**src/rtl/up_down_mod_counter_pkg.sv**
```systemverilog
// Shared constants and parameter-legality helper for the modulo-N up/down counter.
package up_down_counter_pkg;

    localparam logic DIR_UP = 1'b1;
    localparam logic DIR_DN = 1'b0;

    function automatic bit params_ok(input int width, input int modulus, input int step_w);
        return (width >= 2) && (modulus >= 2) &&
               (longint'(modulus) <= (longint'(1) << width)) &&
               (step_w >= 1) && (step_w <= width);
    endfunction

endpackage

```
**src/rtl/up_down_mod_counter_if.sv**
```systemverilog
// Control/status bundle of the modulo-N counter; Sat/Ovf exist only when
// UP_DOWN_MOD_COUNTER_SAT_EN is defined.
interface up_down_mod_counter_if #(
    parameter int WIDTH  = 11,
    parameter int STEP_W = 1
);
    logic              En;
    logic              D;
    logic [STEP_W-1:0] Step;
    logic              Load;
    logic [WIDTH-1:0]  LoadVal;
    logic [WIDTH-1:0]  Out;
    logic              Cout;
    logic              Bout;
    logic              Zero;
    logic              AtMax;
    logic              StepErr;
`ifdef UP_DOWN_MOD_COUNTER_SAT_EN
    logic              Sat;
    logic              Ovf;
`endif

    modport master (
        output En, D, Step, Load, LoadVal,
`ifdef UP_DOWN_MOD_COUNTER_SAT_EN
        output Sat,
        input  Ovf,
`endif
        input  Out, Cout, Bout, Zero, AtMax, StepErr
    );

    modport slave (
        input  En, D, Step, Load, LoadVal,
`ifdef UP_DOWN_MOD_COUNTER_SAT_EN
        input  Sat,
        output Ovf,
`endif
        output Out, Cout, Bout, Zero, AtMax, StepErr
    );

endinterface

```
**src/rtl/up_down_mod_counter_mod_add_sub.sv**
```systemverilog
// Combinational modular add/subtract of a step against MODULUS, with wrap flag.
module mod_add_sub #(
    parameter int WIDTH   = 11,
    parameter int MODULUS = 2**WIDTH,
    parameter int STEP_W  = 1
) (
    input  logic [WIDTH-1:0]  i_val,
    input  logic [STEP_W-1:0] i_step,
    input  logic              i_up,
    output logic [WIDTH-1:0]  o_next,
    output logic              o_wrap,
    output logic              o_step_err
);
    localparam logic [WIDTH:0] MOD_X = (WIDTH+1)'(MODULUS);

    logic [WIDTH:0] w_val_x;
    logic [WIDTH:0] w_step_x;
    logic [WIDTH:0] w_sum;
    logic [WIDTH:0] w_diff_wrap;

    // One extra bit so MODULUS == 2**WIDTH and val+step never overflow.
    assign w_val_x     = {1'b0, i_val};
    assign w_step_x    = (WIDTH+1)'(i_step);
    assign w_sum       = w_val_x + w_step_x;
    assign w_diff_wrap = w_val_x + MOD_X - w_step_x;

    always_comb begin
        o_step_err = (w_step_x >= MOD_X);
        o_wrap     = 1'b0;
        o_next     = i_val;
        if (i_up) begin
            o_wrap = (w_sum >= MOD_X);
            o_next = o_wrap ? WIDTH'(w_sum - MOD_X) : WIDTH'(w_sum);
        end else begin
            o_wrap = (w_val_x < w_step_x);
            o_next = o_wrap ? WIDTH'(w_diff_wrap) : WIDTH'(w_val_x - w_step_x);
        end
    end

endmodule

```
**src/rtl/up_down_mod_counter.sv**
```systemverilog
// Modulo-N up/down counter with programmable step, clamping load and ripple carry/borrow.
// Optional saturate mode with sticky Ovf when UP_DOWN_MOD_COUNTER_SAT_EN is defined.
module up_down_mod_counter
    import up_down_counter_pkg::*;
#(
    parameter int WIDTH   = 11,
    parameter int MODULUS = 2**WIDTH,
    parameter int STEP_W  = 1
) (
    input  logic                  Clk,
    input  logic                  Rst,
    up_down_mod_counter_if.slave  io_bus
);
    localparam logic [WIDTH:0]   MOD_X   = (WIDTH+1)'(MODULUS);
    localparam logic [WIDTH-1:0] MAX_VAL = WIDTH'(MODULUS - 1);

    if (!params_ok(WIDTH, MODULUS, STEP_W)) begin : g_param_check
        $error("up_down_mod_counter: illegal WIDTH/MODULUS/STEP_W combination");
    end

    logic [WIDTH-1:0] r_count;
    logic [WIDTH-1:0] w_next;
    logic [WIDTH-1:0] w_load_val;
    logic             w_wrap;
    logic             w_step_err;
    logic             w_up;
    logic             w_active;
    logic             w_sat_mode;
    logic             w_emit;

    function automatic logic [WIDTH-1:0] sat_bound(input logic up);
        return up ? MAX_VAL : '0;
    endfunction

    mod_add_sub #(
        .WIDTH   (WIDTH),
        .MODULUS (MODULUS),
        .STEP_W  (STEP_W)
    ) u_mod_add_sub (
        .i_val      (r_count),
        .i_step     (io_bus.Step),
        .i_up       (w_up),
        .o_next     (w_next),
        .o_wrap     (w_wrap),
        .o_step_err (w_step_err)
    );

    assign w_up       = (io_bus.D == DIR_UP);
    assign w_active   = io_bus.En && !io_bus.Load && !w_step_err;
    assign w_load_val = ({1'b0, io_bus.LoadVal} < MOD_X) ? io_bus.LoadVal : MAX_VAL;

`ifdef UP_DOWN_MOD_COUNTER_SAT_EN
    logic r_ovf;

    assign w_sat_mode = io_bus.Sat;
    assign io_bus.Ovf = r_ovf;

    // Any wrap in saturate mode means the clamp threw away part of the step.
    always_ff @(posedge Clk) begin
        if (Rst || io_bus.Load) begin
            r_ovf <= 1'b0;
        end else if (w_active && w_wrap && io_bus.Sat) begin
            r_ovf <= 1'b1;
        end
    end
`else
    assign w_sat_mode = 1'b0;
`endif

    // Flags describe the transition the next edge performs, so cascades ripple in one cycle.
    assign w_emit         = w_active && w_wrap && !w_sat_mode;
    assign io_bus.Cout    = w_emit && w_up;
    assign io_bus.Bout    = w_emit && !w_up;
    assign io_bus.StepErr = io_bus.En && w_step_err;

    always_ff @(posedge Clk) begin
        if (Rst) begin
            r_count <= '0;
        end else if (io_bus.Load) begin
            r_count <= w_load_val;
        end else if (w_active) begin
            r_count <= (w_wrap && w_sat_mode) ? sat_bound(w_up) : w_next;
        end
    end

    assign io_bus.Out   = r_count;
    assign io_bus.Zero  = (r_count == '0);
    assign io_bus.AtMax = (r_count == MAX_VAL);

endmodule

```
**src/flat_wrapper.sv**
```systemverilog
// flat-port wrapper written by rule: the top's interface ports become plain ports
module up_down_mod_counter_flat import up_down_counter_pkg::*;
#(
    parameter int WIDTH   = 11,
    parameter int MODULUS = 2**WIDTH,
    parameter int STEP_W  = 1
)
  (Clk, Rst, io_bus_En, io_bus_D, io_bus_Step, io_bus_Load, io_bus_LoadVal, io_bus_Out, io_bus_Cout, io_bus_Bout, io_bus_Zero, io_bus_AtMax, io_bus_StepErr);
  up_down_mod_counter_if #(.WIDTH(WIDTH), .STEP_W(STEP_W)) io_bus_i ();
  input  logic Clk;
  input  logic Rst;
  input wire logic [$bits(io_bus_i.En)-1:0] io_bus_En;
  input wire logic [$bits(io_bus_i.D)-1:0] io_bus_D;
  input wire logic [$bits(io_bus_i.Step)-1:0] io_bus_Step;
  input wire logic [$bits(io_bus_i.Load)-1:0] io_bus_Load;
  input wire logic [$bits(io_bus_i.LoadVal)-1:0] io_bus_LoadVal;
  output wire logic [$bits(io_bus_i.Out)-1:0] io_bus_Out;
  output wire logic [$bits(io_bus_i.Cout)-1:0] io_bus_Cout;
  output wire logic [$bits(io_bus_i.Bout)-1:0] io_bus_Bout;
  output wire logic [$bits(io_bus_i.Zero)-1:0] io_bus_Zero;
  output wire logic [$bits(io_bus_i.AtMax)-1:0] io_bus_AtMax;
  output wire logic [$bits(io_bus_i.StepErr)-1:0] io_bus_StepErr;
  assign io_bus_i.En = io_bus_En;
  assign io_bus_i.D = io_bus_D;
  assign io_bus_i.Step = io_bus_Step;
  assign io_bus_i.Load = io_bus_Load;
  assign io_bus_i.LoadVal = io_bus_LoadVal;
  assign io_bus_Out = io_bus_i.Out;
  assign io_bus_Cout = io_bus_i.Cout;
  assign io_bus_Bout = io_bus_i.Bout;
  assign io_bus_Zero = io_bus_i.Zero;
  assign io_bus_AtMax = io_bus_i.AtMax;
  assign io_bus_StepErr = io_bus_i.StepErr;
  up_down_mod_counter #(.WIDTH(WIDTH), .MODULUS(MODULUS), .STEP_W(STEP_W)) u_core (.Clk(Clk), .Rst(Rst), .io_bus(io_bus_i));
endmodule
```
**config.mk**
```make
export PLATFORM = sky130hd
export DESIGN_NAME = up_down_mod_counter_flat
export DESIGN_NICKNAME = d
export VERILOG_FILES = /design/src/rtl/up_down_mod_counter_pkg.sv /design/src/rtl/up_down_mod_counter_if.sv /design/src/rtl/up_down_mod_counter_mod_add_sub.sv /design/src/rtl/up_down_mod_counter.sv /design/src/flat_wrapper.sv
export SDC_FILE = /design/constraint.sdc
export NUM_CORES = 1
export LEC_CHECK = 0
export CAP_MARGIN = 15
export CORE_UTILIZATION = 55
export CTS_BUF_LIST = sky130_fd_sc_hd__clkbuf_2
export CTS_CLUSTER_SIZE = 20
export DETAILED_ROUTE_END_ITERATION = 12
export DONT_BUFFER_PORTS = 1
export PLACE_DENSITY_LB_ADDON = 0.05
export SLEW_MARGIN = 10
export SYNTH_ARGS = -nofsm -noshare
export SYNTH_HDL_FRONTEND = slang
export SYNTH_SLANG_ARGS = --single-unit
```
**constraint.sdc**
```tcl
create_clock -name Clk -period 3.3 [get_ports Clk]
set_input_delay 0.66 -clock Clk [delete_from_list [all_inputs] [get_ports Clk]]
set_output_delay 0.66 -clock Clk [all_outputs]
set_load 0.02 [all_outputs]
```
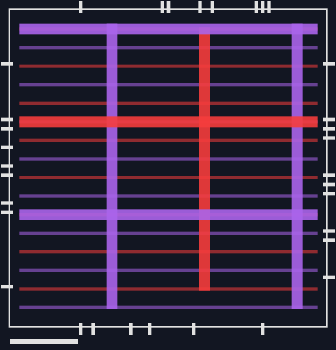
Figure 1: power grid.
Scale bar: 10 um. Pins as bars on the die edge.
| net | colour |
|---|---|
| VDD | red |
| VSS | purple |
met1 rails: 16
rows: 15

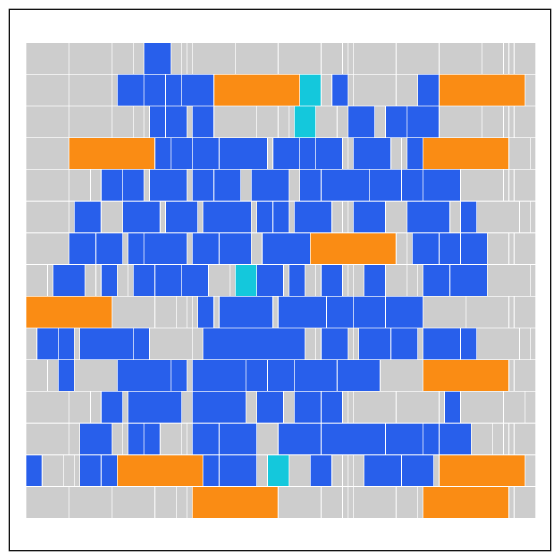
Figure 2: placed cells, one colour a class.
Fill, decap, tap and diode cells in grey.
| class | colour | cells | share of their area |
|---|---|---|---|
| combinational and other logic | blue | 113 | 76% |
| clock drivers and dummy loads | cyan | 4 | 2.0% |
| sequential cells | orange | 11 | 22% |

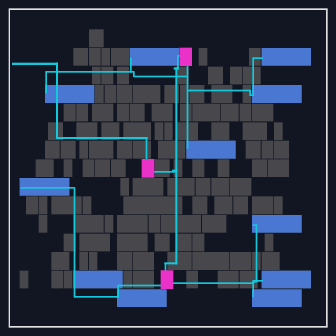
Figure 3: clock distribution.
[clock wires] cyan | length: 194 um
[flip-flops] blue | count: 11
[clock drivers] magenta | count: 3
flops lie: spread over the die
routed clock nets: 4

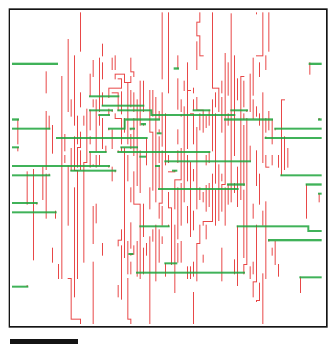
Figure 4: signal wires by layer.
Scale bar: 10 um. Only two layers are drawn.
| layer | colour | wire length |
|---|---|---|
| metal 3 | green | 232 um |
| metal 2 | red | 1,160 um |

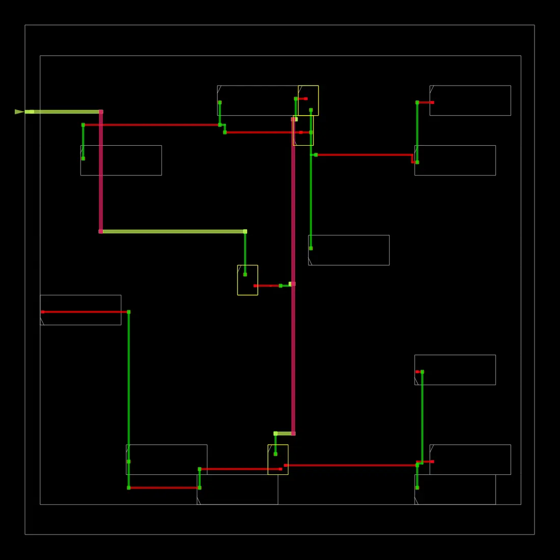
Figure 5: clock routing.
CTS buffer count: 3
Clock Buffer Count: 4

routing by layer:
metal  part of all wire  track usage
met5                  0            0
met1               0.44       0.3785
met2               0.44       0.3833
met3              0.089      0.04706
met4              0.026       0.1294
worst max-delay path by stage:
stage,start,to,slack (ns),cells past startpoint
floorplan,io_bus_Step,io_bus_Bout,0.94,5
global placement,io_bus_Step,io_bus_Bout,0.88,5
detailed placement,io_bus_Step,io_bus_Bout,0.85,5
CTS,u_core.io_bus.Out[2]$_SDFFE_PP0P_,io_bus_Bout,0.56,4
global route,u_core.io_bus.Out[2]$_SDFFE_PP0P_,io_bus_Bout,0.44,4
finish,u_core.io_bus.Out[2]$_SDFFE_PP0P_,io_bus_Bout,0.57,4
==> qor.txt <==
Status: complete, no violations
Synthesized-area fraction occupied by adder cells: 0.04635
Largest net degree at the start of global routing: 22
Final worst slack: 0.5690 ns
Clock Tree Buf Depth: 2
Syn avg cell area: 8.058 sq um
RSZ-0062 raised after global routing: false
Crit Path Max Fanout: 11
Clock network area share: 0.01916
Non-clock buffers: 0
Die Area: 2145 sq um
First-pass GRT wire length: 4091 um
Comb/total area: 0.7222
Mux area share: 0
H-tree Lvls: 1
Share of layout cells above drive strength 1: 0.1094
DRT Pass-1 Iters: 5
Inst Count DP: 149
CP Capture Type: primary output
Min-Delay Path Class: in2reg
Non-filler cells in the finished layout: 153
Vias in the first global route: 842
Largest logic family: simple AND/OR/NAND/NOR gates
Worst r2r src: u_core.io_bus.Out[0]$_SDFFE_PP0P_
Well Taps: 25
Final setup vio count: 0
Ys cells: 134
Die Ht: 46.31 um
Final nets: 150
Min-delay src: Rst
Tot GR Track Use: 0.2676
P_clk: 84.0 uW
Power share of the combinational group: 0.200
Internal power: 207.3 uW
Crit path max-delay family: simple AND/OR/NAND/NOR gates
Minimum clock period: 2.731 ns
Post-Syn Instances: 134
Max incr delay on CP: 0.75 ns
Largest register FFs: 11
Post-CTS sizing: 0
Commonest cells post-synth: nor2_1, dfxtp_1, nand3_1
Clock Power Share: 0.255
Most frequent logic cell in the layout: nor2_1
Top-area cell type share of the netlist area: 0.2039
# fillers: 167
Power is estimated from default activity; no workload was simulated.
